run_1/pins.png
(1.5 px per um) Pins as bars across the die edge, other pins in grey.
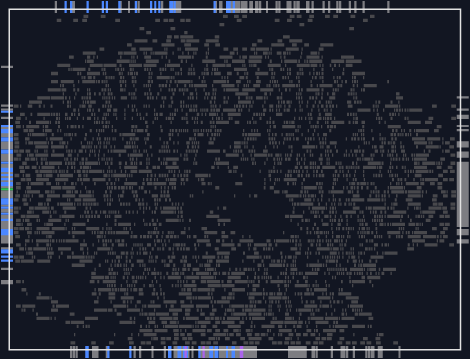
run_1/metal_stack.png
(1 px per um) Two of the layers only.
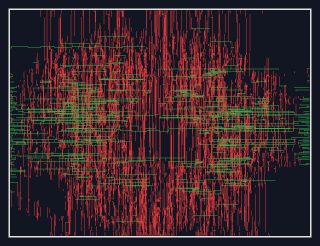
run_1/final_placement.png
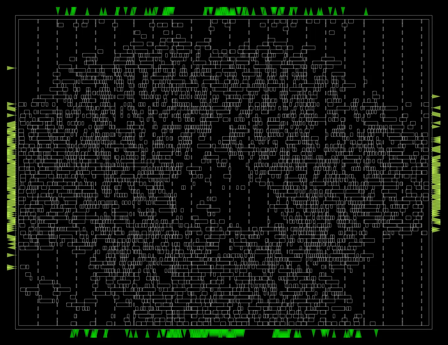
===== config.mk =====
export PLATFORM = sky130hd
export DESIGN_NAME = simd_sign_split
export DESIGN_NICKNAME = d
export VERILOG_FILES = /design/src/rtl/simd_sign_split_pkg.sv /design/src/rtl/simd_sign_split_abs.sv /design/src/rtl/simd_sign_split.sv
export SDC_FILE = /design/constraint.sdc
export NUM_CORES = 1
export LEC_CHECK = 0
export ABC_AREA = 1
export CAP_MARGIN = 20
export CORE_ASPECT_RATIO = 0.75
export CORE_MARGIN = 2
export CORE_UTILIZATION = 30
export CTS_BUF_LIST = sky130_fd_sc_hd__clkbuf_4 sky130_fd_sc_hd__clkbuf_8
export DETAILED_ROUTE_END_ITERATION = 10
export PLACE_DENSITY = 0.61
export RECOVER_POWER = 100
export SYNTH_ARGS = -nofsm -noshare
export SYNTH_HDL_FRONTEND = slang
export SYNTH_SLANG_ARGS = --single-unit

===== constraint.sdc =====
create_clock -name clk -period 12 [get_ports clk]
set_input_delay 2.4 -clock clk [delete_from_list [all_inputs] [get_ports clk]]
set_output_delay 2.4 -clock clk [all_outputs]
set_load 0.01 [all_outputs]

===== src/rtl/simd_sign_split_pkg.sv =====
// simd_sign_split_pkg: shared op encoding, sew one-hot constants and width defaults
package simd_sign_split_pkg;
   localparam int MIN_W = 8;
   localparam int MAX_W = 64;
   typedef enum logic [1:0] {
      OP_MUL = 2'b00,
      OP_DIV = 2'b01,
      OP_REM = 2'b10,
      OP_RSV = 2'b11
   } op_e;
   localparam logic [3:0] SEW_64 = 4'b0001;
   localparam logic [3:0] SEW_32 = 4'b0010;
   localparam logic [3:0] SEW_16 = 4'b0100;
   localparam logic [3:0] SEW_8  = 4'b1000;
endpackage


===== src/rtl/simd_sign_split_abs.sv =====
// simd_abs: per-element magnitude and replicated sign mask, recursive halving at sew boundaries
module simd_abs #(
   parameter int W   = 64,
   parameter int MIN = 8,
   parameter int SW  = 4
) (
   input  logic [W-1:0]     x,
   input  logic [SW-1:0]    sel,
   input  logic             sgn,
   output logic [W-1:0]     mag,
   output logic [W/MIN-1:0] neg
);
   logic s;
   assign s = sgn & x[W-1];
   generate
      if (W > MIN) begin : g_split
         logic [W-1:0]     sub_mag;
         logic [W/MIN-1:0] sub_neg;
         simd_abs #(.W(W/2), .MIN(MIN), .SW(SW-1)) u_lo (
            .x(x[W/2-1:0]), .sel(sel[SW-1:1]), .sgn(sgn),
            .mag(sub_mag[W/2-1:0]), .neg(sub_neg[W/MIN/2-1:0])
         );
         simd_abs #(.W(W/2), .MIN(MIN), .SW(SW-1)) u_hi (
            .x(x[W-1:W/2]), .sel(sel[SW-1:1]), .sgn(sgn),
            .mag(sub_mag[W-1:W/2]), .neg(sub_neg[W/MIN-1:W/MIN/2])
         );
         // lowest sew bit is checked first, so the widest selected element wins
         assign mag = sel[0] ? (s ? -x : x) : sub_mag;
         assign neg = sel[0] ? {(W/MIN){s}} : sub_neg;
      end else begin : g_leaf
         logic unused_sel;
         assign unused_sel = ^sel;
         assign mag = s ? -x : x;
         assign neg = {(W/MIN){s}};
      end
   endgenerate
endmodule


===== src/rtl/simd_sign_split.sv =====
// simd_sign_split: 2-stage valid/ready front end turning signed SIMD operands into magnitudes plus a negate mask
module simd_sign_split
   import simd_sign_split_pkg::*;
#(
   parameter int MIN_WIDTH = MIN_W,
   parameter int MAX_WIDTH = MAX_W,
   parameter int SEW_WIDTH = $clog2(MAX_WIDTH/MIN_WIDTH)+1,
   parameter int TAG_WIDTH = 4
) (
   input  logic                           clk,
   input  logic                           rst,
   input  logic                           valid_i,
   output logic                           ready_o,
   input  logic [MAX_WIDTH-1:0]           opA,
   input  logic [MAX_WIDTH-1:0]           opB,
   input  logic [SEW_WIDTH-1:0]           sew,
   input  logic                           is_signed,
   input  logic [1:0]                     op,
   input  logic [TAG_WIDTH-1:0]           tag_i,
   output logic                           valid_o,
   input  logic                           ready_i,
   output logic [MAX_WIDTH-1:0]           magA,
   output logic [MAX_WIDTH-1:0]           magB,
   output logic [MAX_WIDTH/MIN_WIDTH-1:0] change,
   output logic [SEW_WIDTH-1:0]           sew_o,
   output logic [TAG_WIDTH-1:0]           tag_o
);
   localparam int NC = MAX_WIDTH/MIN_WIDTH;
   logic                 s1_valid, s2_valid, s2_adv, s1_sgn;
   logic [MAX_WIDTH-1:0] s1_a, s1_b, abs_a, abs_b;
   logic [SEW_WIDTH-1:0] s1_sew;
   logic [TAG_WIDTH-1:0] s1_tag;
   logic [NC-1:0]        neg_a, neg_b;
   op_e                  s1_op;
   assign s2_adv  = !s2_valid || ready_i;
   assign ready_o = !s1_valid || s2_adv;
   assign valid_o = s2_valid;
   always_ff @(posedge clk or posedge rst) begin
      if (rst) begin
         s1_valid <= 1'b0;
         s1_a     <= '0;
         s1_b     <= '0;
         s1_sew   <= '0;
         s1_sgn   <= 1'b0;
         s1_op    <= OP_MUL;
         s1_tag   <= '0;
      end else if (ready_o) begin
         s1_valid <= valid_i;
         if (valid_i) begin
            s1_a   <= opA;
            s1_b   <= opB;
            s1_sew <= sew;
            s1_sgn <= is_signed;
            s1_op  <= op_e'(op);
            s1_tag <= tag_i;
         end
      end
   end
   simd_abs #(.W(MAX_WIDTH), .MIN(MIN_WIDTH), .SW(SEW_WIDTH)) u_abs_a (
      .x(s1_a), .sel(s1_sew), .sgn(s1_sgn), .mag(abs_a), .neg(neg_a)
   );
   simd_abs #(.W(MAX_WIDTH), .MIN(MIN_WIDTH), .SW(SEW_WIDTH)) u_abs_b (
      .x(s1_b), .sel(s1_sew), .sgn(s1_sgn), .mag(abs_b), .neg(neg_b)
   );
   always_ff @(posedge clk or posedge rst) begin
      if (rst) begin
         s2_valid <= 1'b0;
         magA     <= '0;
         magB     <= '0;
         change   <= '0;
         sew_o    <= '0;
         tag_o    <= '0;
      end else if (s2_adv) begin
         s2_valid <= s1_valid;
         if (s1_valid) begin
            magA   <= abs_a;
            magB   <= abs_b;
            change <= (s1_op == OP_REM) ? neg_a : neg_a ^ neg_b;
            sew_o  <= s1_sew;
            tag_o  <= s1_tag;
         end
      end
   end
endmodule


==> impl_metrics.json, run 1 <==
{
  "yosys_area_um2": 19700,
  "yosys_cells": 3068,
  "synth.largest_area_cell": "dfrtp_1",
  "fin_skew_ps": 54.9,
  "cts_root_buffer": "clkbuf_8",
  "drt_iter0_drc": 2159,
  "synth_nets": 3227,
  "hpwl_mm": 61.6,
  "slew_violations": 482,
  "vias": 21844,
  "fill_cells": 7117,
  "clk_latency_ps": 690,
  "drt_first_pass_iters": 8,
  "wirelength_mm": 85.0,
  "intPower_mw": 2.47,
  "netlist_instances": 3068,
  "top_cell_area_share_pct": 36.2,
  "grt_pass1_vias": 21111,
  "ys_warn_count": 0,
  "r2r_end": "magB[4]",
  "synth_cell_types": 46,
  "worstPathRequired_ps": 12430,
  "cp.depth": 7,
  "ys_sh_mux_pct": 0.629,
  "synth_flops": 285,
  "drv_cap": 9,
  "grt_max_degree": 160,
  "avgSynthCellArea_um2": 6.42,
  "synthAoiAreaFrac_pct": 15.5,
  "grt_antenna_before_repair": 0,
  "tool_warnings": 28,
  "crit_end": "magB[4]",
  "dieArea_um2": 67800,
  "syn_to_final_growth_pct": 23.8,
  "vdd_drop_max_mv": 0.0775,
  "n_antenna_cell": 0,
  "cts_buffers": 51,
  "hold_viol": 0,
  "rrSetupSlack_ps": 5550,
  "p_seq_share_pct": 34.7,
  "status": "complete, but fails checks",
  "final_cell_area_um2": 24400,
  "synthTopCellsByArea": "dfrtp_1 36%, nand2_1 15%, nor2_1 10%",
  "nets": 3466,
  "comb_area_um2": 11000,
  "wl_per_cell_um": 20.2,
  "crit_family": "buffers and inverters",
  "drive_gt1_share_pct": 5.17,
  "io_pins": 289,
  "synthTopLogicFamily": "simple AND/OR/NAND/NOR gates",
  "finalClockPeriodUsage_pct": 69.8,
  "via_per_inst": 5.18,
  "crit_chain": "dlygate4sd3_1 -> inv_1 -> nand2_1 -> nand2_1 -> clkbuf_1 -> clkbuf_1 -> o21ai_0",
  "h-tree-depth": 2,
  "die_x_um": 300,
  "final-seq-area_um2": 7130,
  "clkSinkCount": 285,
  "r2r_start": "valid_o",
  "tns_ps": 0,
  "fp_util_pct": 30.3,
  "most_common_cell": "nand2_1",
  "rsz0062_at_grt": "no",
  "ys.flop_type": "dfrtp_1",
  "ys_sh_simple_pct": 36.3,
  "grt_use_total_pct": 24.8,
  "cts_tree": "yes",
  "violations": "capacitance limit, slew limit",
  "slew_headroom_pct": -219,
  "placed_area_um2": 23400,
  "cp_slowest_cell": "clkbuf_1",
  "timing.final.crit_period_ps": 8380,
  "clk_path_buf_depth": 3,
  "power.density_nw_per_um2": 175,
  "crit_buf_inv": 4,
  "syn_area_um2": 19700,
  "final_antenna_net_count": 0,
  "cp-start-kind": "input pin",
  "grt-ovfl-total": 0,
  "edf_count": 0,
  "p_sw_share_pct": 42.1,
  "cp_data_arrival_time_ps": 8810,
  "clkTransAtPathRegs_ps": 60,
  "r2r.worst_path.cells": 5,
  "cts-resized-gates": 0,
  "synth-xor-area-share_pct": 2.31,
  "drc": 0,
  "clock.fmax_ghz": 0.119,
  "common_cells": "808 x nand2_1, 526 x nor2_1, 298 x nand3_1",
  "hold_buffers": 0,
  "critPathLaunch": "ready_i"
}
-- pins.png (at the start) --
colour	port	pins	direction	edge
blue	`magA`	64	output	28 west, 18 south, 18 north
purple	`sew`	4	input	south
green	`valid_o`	1	output	west
all pins by edge	101 south, 71 west, 68 north, 49 east

-- metal_stack.png (at the start) --
colour	layer	wire length
red	met2	36.0 mm
green	met3	8400 um

-- final_placement.png (at the start) --
Layout Utilization: 37.5%
Core Area: 65100 um2
Tapcells: 871
row cnt: 81
Final Non-Filler Cells: 4215

==> run 1: kinds of logic after synthesis <==
group,count (synthesis)
AND/OR/NAND/NOR,1734
AND-OR/OR-AND,561
flip-flops,285
buffers and inverters,409
XOR/XNOR,52
adder cells (fa/ha/maj),16
multiplexers,11
==> run 1: how the worst min path moves through the flow <==
stage	from	slack, ps	endpoint
2_1_floorplan	s1_sew[3]	440	sew_o[3]
3_3_place_gp	s1_tag[3]	450	tag_o[3]
3_5_place_dp	s1_tag[3]	460	tag_o[3]
4_1_cts	s1_tag[3]	470	tag_o[3]
5_1_grt	magB[62]	500	magB[62]
6_report	s1_tag[3]	470	tag_o[3]
==> run 1: cells in the final DEF (no fill, tap or decap), types with 7 or more instances in the layout <==
cell / count
inv_1: 274
clkbuf_8: 63
nand3_1: 298
nand2_2: 9
xor2_1: 50
buf_4: 15
nor2_2: 13
o221ai_1: 7
a21oi_1: 278
nor2_1: 526
dlygate4sd3_1: 148
o22ai_1: 12
clkbuf_4: 18
nor3_1: 27
inv_2: 10
a31oi_1: 22
mux2_2: 11
o21ai_0: 179
nand4_1: 27
clkdlybuf4s50_1: 140
o211ai_1: 31
nand2_1: 808
ha_1: 16
dfrtp_1: 283
==> run 1: area by class of cell <==
class,count,share of cell area (%)
multi-input combinational,2374,45.0
sequential,285,29.2
timing repair buffer,309,12.4
tap,871,4.47
inverter,286,4.41
clock buffer,81,4.11
clock inverter,9,0.313
==> run 1: sequential cells by signal, indices dropped and copies added, names as in the netlist, 4 cells and up <==
register	cells
s1_sew	4
s1_b	64
tag_o	4
s1_tag	4
sew_o	4
change	8
magA	64
s1_a	64
magB	64
==> run 1: metrics by stage <==
step / std cells / power (mW) / worst slack [ps] / hold slack (ps)
6_report: 4215 / 4.27 / 3620 / 474
5_1_grt: 4215 / 4.56 / 3050 / 499
4_1_cts: 4215 / 4.36 / 5980 / 473
3_5_place_dp: 4125 / 3.33 / 5990 / 458
3_3_place_gp: 4125 / 3.32 / 5990 / 452
2_1_floorplan: 3068 / 2.42 / 1740 / 436
==> run 1: routing by layer <==
metal  routed length, um  global-route usage (%)  up-vias
li1                    -                       -    10488
met1               37700                    34.4    10252
met2               36000                    37.3      949
met3                8400                    6.29      155
met4                2840                    8.73        0
met5                   0                       0        -
==> run 1: power by group through the flow <==
stage | combinational [mW] | sequential (mW) | clock (mW)
6_report | 1.77 | 1.48 | 1.01
5_1_grt | 1.96 | 1.52 | 1.08
4_1_cts | 1.84 | 1.49 | 1.03
3_5_place_dp | 1.83 | 1.50 | 0
3_3_place_gp | 1.82 | 1.51 | 0
2_1_floorplan | 0.909 | 1.51 | 0
==> run 1: worst register-to-register path, delay by kind of cell, from the launching register on <==
| family | cells | cell delay [ps] |
|---|---|---|
| flops | 1 | 370 |
| simple gates | 2 | 920 |
| compound gates | 1 | 350 |
| buf+inv | 2 | 4560 |
==> run 1 -> run 2 <==
clock period = 8.4 ns   (was 12 ns; I/O delays follow)
==> run 2 against run 1 <==
  * The run still ends with capacitance limit, slew limit left
  * Utilization grew 0.12 points
  * Setup slack lost 930 ps
  * Sequential power grew 45%
  * Synthesized cell count is the same
  * Non-clock buffer count grew 2
  * Combinational power grew 42%
  * Wire length shrank 0.80%
  * First-iteration DRC count grew 5.0%
  * Final cell count is the same
  * Critical path type unchanged
  * Critical endpoint is now s1_b[54]
==> impl_metrics.json, run 2 <==
{
  "grt_use_total_pct": 24.5,
  "drt_iter0_drc": 2268,
  "grt-ovfl-total": 0,
  "final_layout_top_logic_cells": "808 x nand2_1, 526 x nor2_1, 298 x nand3_1, 283 x dfrtp_1, 278 x a21oi_1",
  "avgSynthCellArea_um2": 6.42,
  "synthAoiAreaFrac_pct": 15.5,
  "layout_top_cell": "nand2_1",
  "io_pins": 289,
  "clk_path_buf_depth": 3,
  "crit_chain": "dlygate4sd3_1 -> inv_1 -> nand3_1 -> nand2_1 -> clkbuf_1 -> nor2_1 -> a21oi_1",
  "wl_met2_mm": 35.7,
  "synthTopCellsByArea": "dfrtp_1 36%, nand2_1 15%, nor2_1 10%",
  "yosys_area_um2": 19700,
  "violations": "capacitance limit, slew limit",
  "power.density_nw_per_um2": 252,
  "hold_buffers": 0,
  "timing.final.crit_period_ps": 5710,
  "tool_warnings": 28,
  "syn_to_final_growth_pct": 24.2,
  "cp_data_arrival_time_ps": 6250,
  "drv_cap": 8,
  "synthTopLogicFamily": "simple AND/OR/NAND/NOR gates",
  "ys_sh_mux_pct": 0.629,
  "synth_cell_types": 46,
  "wl_met1_mm": 38.5,
  "dieArea_um2": 67800,
  "finalClockPeriodUsage_pct": 68.0,
  "h-tree-depth": 2,
  "cp-start-kind": "input pin",
  "cp_slowest_cell": "clkbuf_1",
  "vdd_drop_max_mv": 0.129,
  "status": "complete, but fails checks",
  "clk_latency_ps": 680,
  "worstPathRequired_ps": 8950,
  "topRoutingLayerUsed": "met4",
  "tns_ps": 0,
  "slew_violations": 368,
  "hold_viol": 0,
  "syn_area_um2": 19700,
  "cts_tree": "yes",
  "cts_root_buffer": "clkbuf_8",
  "wl_per_cell_um": 20.0,
  "clkSinkCount": 285,
  "synth_nets": 3227,
  "n_antenna_cell": 0,
  "synth-xor-area-share_pct": 2.31,
  "edf_count": 0,
  "cts_buffers": 52,
  "setup_slack_ps": 2690,
  "dpl_worst_slack_ps": 3810,
  "cts-resized-gates": 0,
  "drt_first_pass_iters": 8
}
-- run 2: logic make-up after synthesis --
kind of cell	after synthesis
AOI/OAI and AO/OA	561
xor gates and xnor gates	52
adders and majority gates	16
buffers and inverters	409
DFF	285
muxes	11
and+or+nand+nor	1734
-- run 2: metrics by stage --
| stage | area (um2) | std cells |
|---|---|---|
| after floorplan | 19700 | 3068 |
| after global placement | 23400 | 4127 |
| after detailed placement | 23400 | 4127 |
| after CTS | 24500 | 4215 |
| after global routing | 24500 | 4215 |
| final | 24500 | 4215 |
-- run 2: area by class of cell --
| type | count | area (um2) | area share, % |
|---|---|---|---|
| Multi-Input combinational cell | 2374 | 11000 | 44.9 |
| Sequential cell | 285 | 7130 | 29.2 |
| Timing Repair Buffer | 311 | 3050 | 12.4 |
| Tap cell | 871 | 1090 | 4.45 |
| Inverter | 286 | 1080 | 4.40 |
| Clock buffer | 75 | 963 | 3.94 |
| Clock inverter | 13 | 178 | 0.726 |
-- run 2: path summary, 6_finish.rpt --
check,start,to,slack (ps),cells past startpoint
setup / recovery,ready_i,s1_b[54],2690,7
hold / removal,s1_tag[3],tag_o[3],470,2
setup reg to reg,valid_o,s1_b[54],3940,5
hold reg to reg,s1_tag[3],tag_o[3],470,2
max in group asynchronous,rst,s1_b[52],2800,3
min in group asynchronous,rst,change[2],2000,2
-- run 2: routing by layer --
metal  global-route usage (%)  vias to the layer above
li1                         -                    10490
met1                     35.2                    10350
met2                     36.5                     1077
met3                     5.39                      116
met4                     6.79                        0
met5                        0                        -
-- run 2: worst register-to-register path: cells and delay by family, from the launching register on --
kind | cells | cell delay (ps)
compound gates | 1 | 300
buf+inv | 1 | 2320
flops | 1 | 370
simple gates | 3 | 1360
-- run 2: report_power, final --
group / leakage [nW] / internal, mW / switching (mW)
Clock: 0.601 / 0.857 / 0.666
Sequential: 3.24 / 1.77 / 0.373
Combinational: 7.11 / 0.970 / 1.54
Total: 10.9 / 3.59 / 2.58
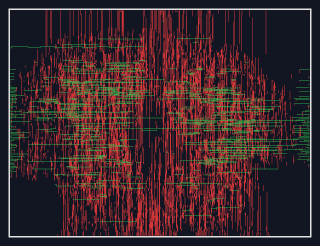
run_2/metal_stack.png
(1 px per um) Two of the layers only.
colour	layer	wire length
green	met3	8030 um
red	met2	35.7 mm

No activity file was given, so power comes from the tool's default toggle rates.
